**src/rtl/pipe_stage_elastic.sv**
```systemverilog
// pipe_stage_elastic
//   Elastic pipeline-stage register carrying PC, instruction, A3, BD, ExcCode
//   and NLANES data lanes under a valid/ready handshake. SKID=1 adds a
//   one-entry skid buffer so in_ready is registered (no comb path from
//   out_ready) while keeping full throughput. req redirects to HANDLER_PC,
//   flush inserts a bubble; both drop the stage contents and the offered beat.
//   Two saturating perf counters track stall and kill cycles.
// Ports
//   clk, reset            clock, synchronous active-low reset
//   req, flush            exception redirect / bubble insert (req wins)
//   in_valid, in_ready    upstream handshake
//   in_*                  upstream payload (pc, instr, a3, bd, exc, lanes)
//   out_valid, out_ready  downstream handshake
//   out_*                 registered payload
//   cnt_clr               synchronous clear of both counters
//   stall_cnt, kill_cnt   saturating counters (CW bits)
module pipe_stage_elastic #(
    parameter int          DW         = 32,
    parameter int          NLANES     = 3,
    parameter int          SKID       = 1,
    parameter logic [31:0] RESET_PC   = 32'h3000,
    parameter logic [31:0] HANDLER_PC = 32'h4180,
    parameter int          CW         = 16
) (
    input  logic                 clk,
    input  logic                 reset,
    input  logic                 req,
    input  logic                 flush,
    input  logic                 in_valid,
    output logic                 in_ready,
    input  logic [31:0]          in_pc,
    input  logic [31:0]          in_instr,
    input  logic [4:0]           in_a3,
    input  logic                 in_bd,
    input  logic [4:0]           in_exc,
    input  logic [NLANES*DW-1:0] in_lanes,
    output logic                 out_valid,
    input  logic                 out_ready,
    output logic [31:0]          out_pc,
    output logic [31:0]          out_instr,
    output logic [4:0]           out_a3,
    output logic                 out_bd,
    output logic [4:0]           out_exc,
    output logic [NLANES*DW-1:0] out_lanes,
    input  logic                 cnt_clr,
    output logic [CW-1:0]        stall_cnt,
    output logic [CW-1:0]        kill_cnt
);

    typedef struct packed {
        logic [31:0]          pc;
        logic [31:0]          instr;
        logic [4:0]           a3;
        logic                 bd;
        logic [4:0]           exc;
        logic [NLANES*DW-1:0] lanes;
    } beat_t;

    // A bubble keeps only the PC; every other field reads as zero.
    function automatic beat_t bubble(input logic [31:0] pc);
        beat_t b;
        b    = '0;
        b.pc = pc;
        return b;
    endfunction

    beat_t in_beat, out_q, skid_q;
    logic  out_valid_q, skid_valid;
    logic  in_fire, out_load;

    assign in_beat = '{pc: in_pc, instr: in_instr, a3: in_a3, bd: in_bd,
                       exc: in_exc, lanes: in_lanes};

    // With a skid the upstream only needs to know whether the spare slot is
    // free; without one, ready must look through to the downstream.
    assign in_ready = (SKID != 0) ? !skid_valid : (out_ready || !out_valid_q);
    assign in_fire  = in_valid && in_ready;
    // Output register may take a new value: empty or draining this edge.
    assign out_load = !out_valid_q || out_ready;

    always_ff @(posedge clk) begin
        if (!reset) begin
            out_valid_q <= 1'b0;
            out_q       <= bubble(RESET_PC);
            skid_valid  <= 1'b0;
            skid_q      <= '0;
        end else if (req) begin
            out_valid_q <= 1'b0;
            out_q       <= bubble(HANDLER_PC);
            skid_valid  <= 1'b0;
        end else if (flush) begin
            out_valid_q <= 1'b0;
            out_q       <= bubble(out_q.pc);
            skid_valid  <= 1'b0;
        end else if (out_load) begin
            // Skid beat is older than anything on the input, so it goes first.
            // in_ready is low while the skid is full, so no input is lost here.
            if (skid_valid) begin
                out_valid_q <= 1'b1;
                out_q       <= skid_q;
                skid_valid  <= 1'b0;
            end else if (in_fire) begin
                out_valid_q <= 1'b1;
                out_q       <= in_beat;
            end else begin
                out_valid_q <= 1'b0;
                out_q       <= bubble(out_q.pc);
            end
        end else if (in_fire && SKID != 0) begin
            // Output stalled: park the accepted beat in the skid slot.
            skid_valid <= 1'b1;
            skid_q     <= in_beat;
        end
    end

    assign out_valid = out_valid_q;
    assign out_pc    = out_q.pc;
    assign out_instr = out_q.instr;
    assign out_a3    = out_q.a3;
    assign out_bd    = out_q.bd;
    assign out_exc   = out_q.exc;
    assign out_lanes = out_q.lanes;

    // Counters sample the pre-edge handshake, including on req/flush cycles.
    logic stall_inc, kill_inc;
    assign stall_inc = out_valid_q && !out_ready;
    assign kill_inc  = req || flush;

    always_ff @(posedge clk) begin
        if (!reset || cnt_clr) begin
            stall_cnt <= '0;
            kill_cnt  <= '0;
        end else begin
            if (stall_inc && stall_cnt != '1) stall_cnt <= stall_cnt + CW'(1);
            if (kill_inc && kill_cnt != '1)   kill_cnt  <= kill_cnt + CW'(1);
        end
    end

endmodule

```
**config.mk**
```make
export PLATFORM = sky130hd
export DESIGN_NAME = pipe_stage_elastic
export DESIGN_NICKNAME = d
export VERILOG_FILES = /design/src/rtl/pipe_stage_elastic.sv
export SDC_FILE = /design/constraint.sdc
export NUM_CORES = 1
export LEC_CHECK = 0
export CAP_MARGIN = 20
export CORE_AREA = 3 3 233 235
export DETAILED_ROUTE_END_ITERATION = 7
export DIE_AREA = 0 0 236 238
export DONT_BUFFER_PORTS = 1
export GPL_TIMING_DRIVEN = 1
export HOLD_SLACK_MARGIN = 0.1
export PLACE_DENSITY_LB_ADDON = 0.25
export SLEW_MARGIN = 20
export SYNTH_ARGS = -nofsm -noshare
export SYNTH_HDL_FRONTEND = slang
export SYNTH_SLANG_ARGS = --single-unit
```
**constraint.sdc**
```tcl
create_clock -name clk -period 5.34 [get_ports clk]
set_input_delay 0.801 -clock clk [delete_from_list [all_inputs] [get_ports clk]]
set_output_delay 0.801 -clock clk [all_outputs]
set_load 0.05 [all_outputs]
```
Figure 1. Signal wires on met1.
Bar = 50 um.
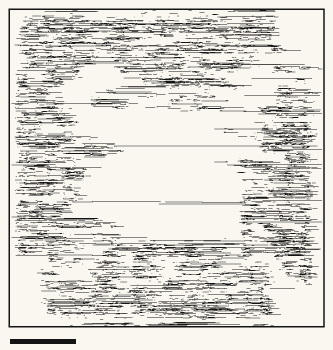
longest straight run: 116 um
main direction: horizontal
wire length on this layer: 21.3 mm
M1 GR Usage: 21.31%
WL final: 51.40 mm
Vias: 13374

Figure 2. Metal 2.
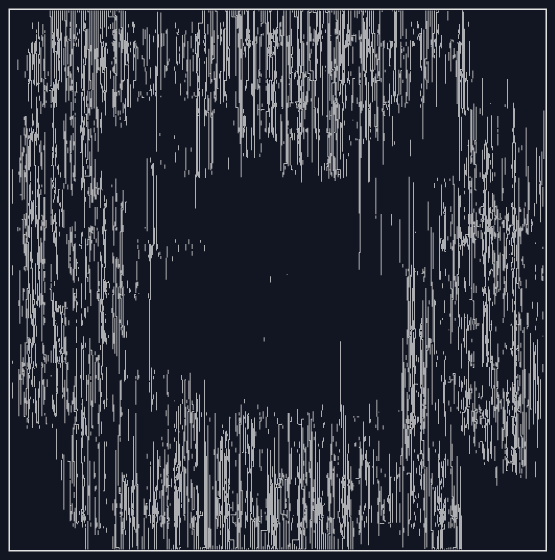
longest straight run: 92.1 um
main direction: vertical
nets with wire on the layer: 1468
share of all routed wire: 46%
met2 Usage GRT: 28.12%

Figure 3. M3 wires.
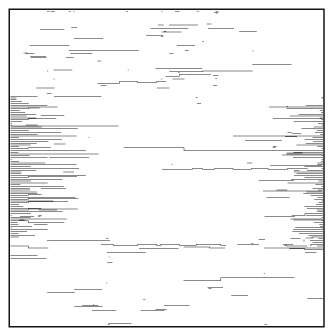
wire length on this layer: 4860 um
longest straight run: 105 um
share of all routed wire: 9.5%
main direction: horizontal
nets with wire on the layer: 218
met3 usage: 6.808%

Figure 4. Met4 routing.
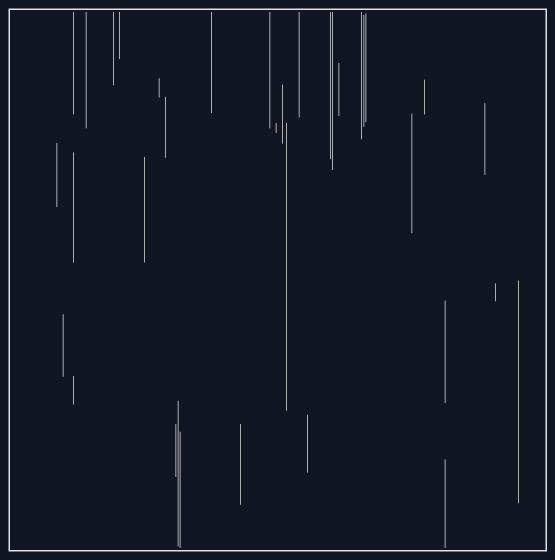
nets with wire on the layer: 22
wire length on this layer: 1440 um
share of all routed wire: 2.8%

Figure 5. Routing congestion.
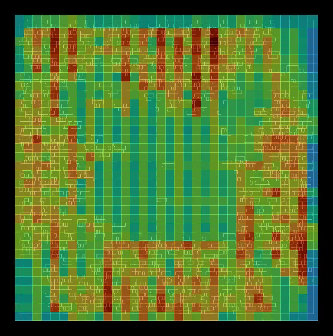
final core utilization: 33.34%
average wire per standard cell: 20.36 um
GR peak layer: met2

==> GITHUB_STEP_SUMMARY <==
### Flow metrics

| Metric | Value |
|---|---|
| CP endpoint kind | flip-flop |
| Synth warn | 0 |
| Leakage | around 6.4 nW |
| Die Span Y | roughly 240 um |
| Non-Filler Instances | roughly 2500 |
| Non-clock inverter count | 3 |
| Sw frac | 23.57% |
| Hold path depth | 1 |
| Nets@finish | between 1500 and 2000 |
| Post-synth EDFFs | 0 |
| FMAX | 0.2719 GHz |
| Core area | ~0.052 mm^2 |
| P_comb | between 0.0002 and 0.00025 W |
| Clock net power | ~0.003 W |
| Clkbuf count | 65 |
| Remaining Overflow, GRT | 0 |
| Sink Count | ~380 |
| Total Power | 0.006177 W |
| # setup viols final | 0 |
| Type of origin of the critical path | flip-flop |
| I/O Buffers | 0 |
| Fin Clk Skew | about 0.012 ns |
| Worst EP required | 5.78 ns |
| Area delta synth->final | 11.36% |
| CTS clock-pin slew for the worst setup and hold paths | about 0.06 ns |
| Vias in the first global route | between 10000 and 15000 |
| Setup slack at placement | roughly 1.6 ns |
| Setup slack after layout | between 1.5 and 2 ns |
| Yosys Instances | around 1900 |
| Max-cap violations | 0 |
| Final period util | between 60 and 70% |
| Share of layout cells above drive strength 1 | about 5.4% |
| Comb/total area | 42.88% |
| P_sw | approximately 0.0015 W |
| IO Count | around 380 |
| Mapped Cells | approximately 1900 |
| GPL Wtd Cong | 0.8047 |
| Slew headroom | 25.09% |
| CTS tree | done |
| Top Layer Used | met4 |
| Signal buf overhead | less than 1% |
| Largest net degree at the start of global routing | 181 |
| Inst Count DP | between 2000 and 2500 |
| Hpwl dp | just over 30 mm |
| Chip area | around 0.056 mm^2 |
| Top class by area | registers |
| Insertion delay to the later sink of the worst-skew pair | between 0.5 and 0.6 ns |
| Non-CTS buffers | 15 |
| Hold EP | out_pc[14]$_SDFFE_PN0P_ |
| Crit-path max FO | 71 |
| Min-Delay Path Class | input port to flip-flop |
| Hold Slack | ~0.37 ns |
| WP data arrival | about 4 ns |
| Run status | finished clean |
| Top cell excl fill/tap | dfxtp_1 |
| Initial antenna violation count | 0 |
| Postcts setup bufs | 0 |
| Slowest stage delay, CP | 0.90 ns |
| WS Path Type | flip-flop to flip-flop |
| Synthesized cell area | approximately 0.016 mm^2 |
| Hold buffer count at CTS | 0 |
| Init Core Util | 29.94% |
| DR iter-0 viols | roughly 700 |
| Area after DPL | approximately 0.016 mm^2 |
| Clock Power Share | about half |
| Cell area after layout | approximately 0.017 mm^2 |
| First-pass iteration count of the detailed router | 5 |
| Async set-or-reset flop fraction in the synthesized netlist | 0% |
| Most used DFF post-synth | dfxtp_1 |
| Worst slew pin tran | approximately 1.1 ns |
| Comb pwr share | 3.4% |
| PD cells | between 300 and 400 mW/mm^2 |
| DRT antenna net count | 0 |
| Flip-flops | 376 |
| Met2 wire len | around 24 mm |
| H-tree levels | 2 |
| Die width | about 240 um |
| Met1 Wirelength | around 21 mm |
| Fill count | ~5500 |
| Largest type area fraction | between 40% and 50% |
| Number of logged tool warnings | 38 |
| Seq/total area | between 40% and 50% |
| Antenna cells | 1 |
| Pins over their slew limit | 0 |
| Yosys stat area | 0.01570 mm^2 |
| WL met3 | between 4 and 5 mm |
| Slowest cell on crit path | nor2b_4 |
| Reg power frac | 48.2% |
| Worst R2R Path Depth | 6 |
| Clock period minus worst slack | approximately 3.7 ns |
| Row cnt | 84 |
| Hold_sp | req |
| Top cells excl fill/tap | 375 x dfxtp_1, 362 x nand2_1, 178 x nor2_1, 170 x and3_1, 170 x a211oi_1 |
| Clock Tree Buf Depth | 3 |
| Resized cells post-CTS | 0 |
| Hold violation count in the final report | 0 |
| Tapcells | 688 |
| Combinational gates | roughly 1400 |
| Syn_area_per_cell | about 8 um^2 |
| Via/cell ratio | 5.297 |
| Top cells, area | dfxtp_1 48%, nand2_1 8.7%, a211oi_1 8.1% |
| Reg-to-Reg Start | out_valid$_SDFFE_PP0N_ |
| Count of different cell masters after synthesis | about 43 |
| First-pass GRT wire length | between 70 and 80 mm |
| Final clock-cell share | slightly above 8% |
| Synth flops | roughly 380 |
| CTS buffer count | around 44 |
| Cell type with the largest total area | dfxtp_1 |
| Reg-to-reg endpoint | skid_q[109]$_SDFFE_PN0P_ |
| Critical path's most frequent cell | buf_4 |
| Worst-path cell chain | nor2b_4 -> nand4_1 -> buf_4 -> buf_4 -> nand2_1 -> a21boi_0 |
| Root Driver | clkbuf_16 |
| Unrepaired setup endpoints after global routing | no |
## synth_stat cells, drive strengths merged (5+ instances only)
library cell    n
a211oi        170
nand2         363
buf            35
dfxtp         376
a21oi          45
nand3          12
nand4          14
nor4            5
o31ai           6
a31oi           7
nor3          147
a21boi        171
clkbuf        144
or4             8
nor2          178
or3             9
and3          170
o21ai          19
and4            5
## cells by family (layout without fill, tap and decap cells)
kind of cell / Yosys count / after routing / synth area share (%)
flip-flops: 376 / 376 / 47.94
AND/OR/NAND/NOR: 925 / 925 / 27.34
adder cells (fa/ha/maj): 2 / 2 / 0.1593
other: 0 / 1 / 0
multiplexers: 3 / 3 / 0.2151
AND-OR/OR-AND: 434 / 434 / 19.76
buffers and inverters: 182 / 96 / 4.582
## worst max-delay path by stage
| stage | start | end | slack, ns | cells after the start |
|---|---|---|---|---|
| global placement | out_valid$_SDFFE_PP0N_ | skid_q[56]$_SDFFE_PN0P_ | 1.70 | 6 |
| finish | out_valid$_SDFFE_PP0N_ | skid_q[109]$_SDFFE_PN0P_ | 1.66 | 6 |
| CTS | out_valid$_SDFFE_PP0N_ | skid_q[109]$_SDFFE_PN0P_ | 1.60 | 6 |
| floorplan | stall_cnt[0]$_SDFFE_PP0P_ | stall_cnt[10]$_SDFFE_PP0P_ | 3.12 | 5 |
| global route | out_valid$_SDFFE_PP0N_ | skid_q[48]$_SDFFE_PN0P_ | 1.36 | 6 |
| detailed placement | out_valid$_SDFFE_PP0N_ | skid_q[109]$_SDFFE_PN0P_ | 1.61 | 6 |
## sequential cells by signal, summed over array words and instances, names as in the netlist
register / count
out_valid: 1
out_exc: 5
skid_valid: 1
out_pc: 32
out_bd: 1
out_a3: 5
out_lanes: 96
skid_q: 171
kill_cnt: 16
out_instr: 32
stall_cnt: 16
Power is estimated from default activity; no workload was simulated.
